==> images/placement.png <==
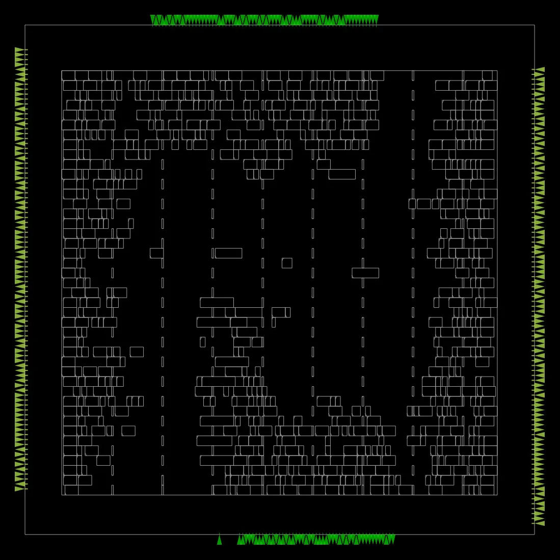
==> images/placement_by_type.png <==
Fill, decap, tap and diode cells in grey.
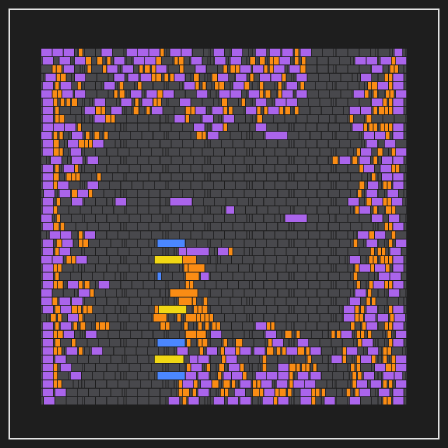
==> config.mk <==
export PLATFORM = sky130hd
export DESIGN_NAME = peripheral_arbiter
export DESIGN_NICKNAME = d
export VERILOG_FILES = /design/src/rtl/periph_arb_pkg.sv /design/src/rtl/peripheral_arbiter_watchdog.sv /design/src/rtl/peripheral_arbiter.sv
export SDC_FILE = /design/constraint.sdc
export NUM_CORES = 1
export LEC_CHECK = 0
export ABC_AREA = 1
export CELL_PAD_IN_SITES_DETAIL_PLACEMENT = 0
export CELL_PAD_IN_SITES_GLOBAL_PLACEMENT = 1
export CORE_MARGIN = 10
export CORE_UTILIZATION = 13
export DETAILED_ROUTE_END_ITERATION = 10
export PLACE_DENSITY = 0.88
export SLEW_MARGIN = 30
export SYNTH_ARGS = -nofsm -noshare
export SYNTH_HDL_FRONTEND = slang
export SYNTH_SLANG_ARGS = --single-unit
export TNS_END_PERCENT = 50
==> constraint.sdc <==
create_clock -name clock -period 3.6 [get_ports clock]
set_input_delay 0.72 -clock clock [delete_from_list [all_inputs] [get_ports clock]]
set_output_delay 0.72 -clock clock [all_outputs]
set_load 0.05 [all_outputs]
==> reports/summary.rpt <==
GLOBAL ROUTE
------------------------------------------------------------------------------------------------------
Largest net degree at the start of global routing .......................................           39
Tot GR Track Use ........................................................................        0.119
Number of global-route vias before repair ...............................................         3415
Antenna violations before repair ........................................................            1
Total overflow reported by the global router ............................................            0
First-pass GRT wire length ..............................................................     19200 um

DETAILED ROUTING
------------------------------------------------------------------------------------------------------
DRC violations left .....................................................................            0
Via count normalized by instance count ..................................................         3.89
Total via count in the routed design ....................................................         3320
DR pass1 iterations .....................................................................            5
Count of antenna-violating nets left after detailed routing .............................            0
Initial detailed-routing violation count ................................................           83
Avg WL per Cell .........................................................................      15.2 um
Total wire length after detailed routing ................................................     13000 um

WORST SETUP PATH
------------------------------------------------------------------------------------------------------
Worst setup path category ............................................................... flip-flop to output port
CP Data Required Time ...................................................................      2.88 ns
Critical path peak fanout ...............................................................           38
Critical path launch point type .........................................................    flip-flop
Register-to-register setup slack ........................................................      1.76 ns
Kind of cell adding the most delay to the critical path ................................. buffers and inverters
Worst setup EP type .....................................................................  output port
Critical path buffer and inverter count .................................................            3
Cell count of the worst reg-to-reg path .................................................            9
Critical Path, Cell by Cell ............................................................. inv_1 -> ha_2 -> buf_12 -> nand2_1 -> a21oi_1 -> clkdlybuf4s50_1
Delay of the slowest cell on the worst path .............................................      0.85 ns
Worst path depth ........................................................................            6
Critical-path top delay cell ............................................................ clkdlybuf4s50_1
Data arrival at the endpoint of the critical path .......................................      2.58 ns

POWER
------------------------------------------------------------------------------------------------------
Fraction of power consumed by the clock network .........................................        0.043
Register share of total power ...........................................................        0.017
Clock group power .......................................................................       180 uW
Fraction of power spent switching nets ..................................................        0.654
Worst ir drop on vdd ....................................................................       389 uV
Ratio of total power to cell area .......................................................  837 nW/um^2
Sequential power ........................................................................      71.3 uW
Comb power ..............................................................................      3.95 mW
Fraction of power consumed by combinational cells .......................................        0.940
Net Sw Power ............................................................................      2.74 mW
Static Leak .............................................................................      2.26 nW
Final Total Pwr .........................................................................      4.20 mW
Internal power contribution .............................................................      1.45 mW
Leading power group ..................................................................... combinational cells

SYNTHESIS
------------------------------------------------------------------------------------------------------
Post-synthesis area per instance ........................................................   4.81 sq um
Tally of yosys warning messages .........................................................            0
Mapped Area .............................................................................   1890 sq um
Fraction of post-synthesis cell area in the top cell type by area .......................        0.394
Mux share of post-synthesis cell area ...................................................            0
Largest non-sequential cell family by area .............................................. simple AND/OR/NAND/NOR gates
Main area contributors after synthesis .................................................. nand2_1 39%, a21oi_1 17%, inv_1 13%
Synthesized-area fraction occupied by xor and xnor cells ................................            0
Flip-flop and latch count after synthesis ...............................................            3
Compound-gate portion of the synthesized area ...........................................        0.180
Ys cells ................................................................................          392
Post-Synthesis Net Count ................................................................          566
Post-synthesis instance total ...........................................................          392
Count of distinct cell types in the synthesized netlist .................................           18
Biggest area consumer among synthesized cells ...........................................      nand2_1
Share of the yosys chip area belonging to registers .....................................       0.0405
Area share of and/or/nand/nor cells after synthesis .....................................        0.443
Yosys synthesis chip area ...............................................................   1890 sq um
Fa+ha+maj area frac .....................................................................       0.0398

CLOCK TREE
------------------------------------------------------------------------------------------------------
# resized after CTS .....................................................................            0
Clock transition at the register clock pins on the worst setup and hold paths after CTS .      0.03 ns
H-Tree Depth ............................................................................            1
TritonCTS clock tree ....................................................................          yes
CTS Hold Bufs ...........................................................................            0
Worst skew pair latency .................................................................      0.23 ns
Number of buffers created by CTS ........................................................            3
Root Buffer .............................................................................    clkbuf_16
Maximum root-to-sink buffer count .......................................................            2
# Post-CTS Setup Buffers ................................................................            0
TritonCTS sink count ....................................................................            3

STA
------------------------------------------------------------------------------------------------------
Aggregate negative setup slack ..........................................................         0 ns
Total count of hold-check failures in the final report ..................................            0
Relative slew slack .....................................................................        0.639
Slew at the pin closest to its max-slew limit ...........................................     0.541 ns
Shortest period the worst path allows ...................................................      3.30 ns
Maximum clock frequency .................................................................      303 MHz
Setup clock skew after layout ...........................................................   0.00129 ns
Final setup violation count .............................................................            0
Setup repair after global routing missed its margin .....................................           no
Share of the clock period used by the worst path ........................................        0.916
Max Slew Vio Count ......................................................................            0
Least setup slack across all paths after layout .........................................     0.303 ns

LAYOUT
------------------------------------------------------------------------------------------------------
Final #Nets .............................................................................          848
Number of clock-tree buffers in the layout ..............................................            4
Inverters ...............................................................................           75
Logic share of the area .................................................................        0.252
Buffering overhead ......................................................................        0.615
Clock-cell share of area ................................................................       0.0157
Ratio of cells with drive above 1 in the final layout ...................................       0.0624
Sequential standard cell area ...........................................................   76.3 sq um
Number of buffers outside the clock class in the layout .................................          306
Comb. cell area .........................................................................   1260 sq um
Number of flip-flops under the largest register name ....................................            2
Biggest area consumer among cell classes ................................................      buffers
Multi-input comb cells ..................................................................          285
Post-synthesis to final-layout area growth ..............................................         166%
ANT cells ...............................................................................            1

FLOORPLAN
------------------------------------------------------------------------------------------------------
Chip footprint ..........................................................................  19700 sq um
Die outline width .......................................................................       140 um
Io pins .................................................................................          299
DIE HEIGHT ..............................................................................       140 um
Tapcell Cnt .............................................................................          180
Pre-Place Util ..........................................................................        0.134

PLACED DESIGN
------------------------------------------------------------------------------------------------------
Routability congestion estimate .........................................................        0.784
Buffers on Ports ........................................................................          298
Place WS ................................................................................     0.516 ns
Detailed Place HPWL .....................................................................     11100 um

FLOW RUN
------------------------------------------------------------------------------------------------------
Max-cap viol count ......................................................................            0
Count of warning messages emitted by the tools ..........................................           30

WORST HOLD PATH
------------------------------------------------------------------------------------------------------
Hold Path Cell Cnt ......................................................................            2
Type of the worst min-delay path ........................................................ flip-flop to flip-flop

STATUS
------------------------------------------------------------------------------------------------------
Status .................................................................................. finished clean

About placement.png:
fill count: 1538
total number of sequential cells: 3
floorplan core area: 14000 sq um
fraction of area in registers: 0.0152
count of non-filler cells in the finished layout: 854

About placement_by_type.png:
Purple shows other buffers and delay cells, cells 306. Blue shows clock drivers and dummy loads, cells 4. Yellow shows flops, cells 3. Orange shows combinational and other logic, cells 360.
design area: 5010 sq um
end-of-flow core utilization: 0.357
Std-Cell Rows: 43

-- metrics by stage --
stage                     area [sq um]  std cells  utilization  hold slack (ns)
after floorplan                   1890        392            -            0.424
after global placement            4930        849        0.351            0.468
after detailed placement          4930        849        0.351            0.495
after CTS                         5010        853        0.357            0.499
after global routing              5010        854        0.357            0.520
final                             5010        854        0.357            0.485
-- synth_stat cells --
| cell | instances |
|---|---|
| o21ai_2 | 1 |
| buf_2 | 10 |
| ha_1 | 6 |
| nand2_2 | 10 |
| inv_1 | 64 |
| buf_4 | 1 |
| a21oi_1 | 65 |
| o21ai_0 | 1 |
| buf_8 | 2 |
| nand3_2 | 2 |
| clkbuf_1 | 1 |
| nand3_1 | 2 |
| buf_6 | 13 |
| nand2_1 | 198 |
| dfrtp_1 | 2 |
| inv_2 | 11 |
| dfstp_2 | 1 |
| buf_12 | 2 |
-- per-layer routing --
layer  up-vias  wire, um  part of all wire  global-route usage
li1       1711         -                 -                   -
met1      1394      4720              0.36               0.122
met2       203      6310              0.49               0.216
met3        12      1710              0.13              0.0527
met4         0       217             0.017              0.0293
met5         -         0                 0                   0
-- layout by cell type, fill, tap and decap left out --
cell type | netlist | routed
a21oi_1 | 65 | 65
o21ai_0 | 1 | 1
ha_2 | 0 | 1
nand3_2 | 2 | 2
inv_1 | 64 | 63
ha_4 | 0 | 1
inv_2 | 11 | 12
clkdlybuf4s50_1 | 0 | 295
nand2_1 | 198 | 198
o21ai_2 | 1 | 1
clkbuf_1 | 1 | 1
dfrtp_1 | 2 | 2
buf_4 | 1 | 7
dfstp_2 | 1 | 1
diode_2 | 0 | 1
clkbuf_16 | 0 | 3
nand2_2 | 10 | 10
nand3_1 | 2 | 2
buf_12 | 2 | 4
ha_1 | 6 | 4
Power is estimated from default activity; no workload was simulated.
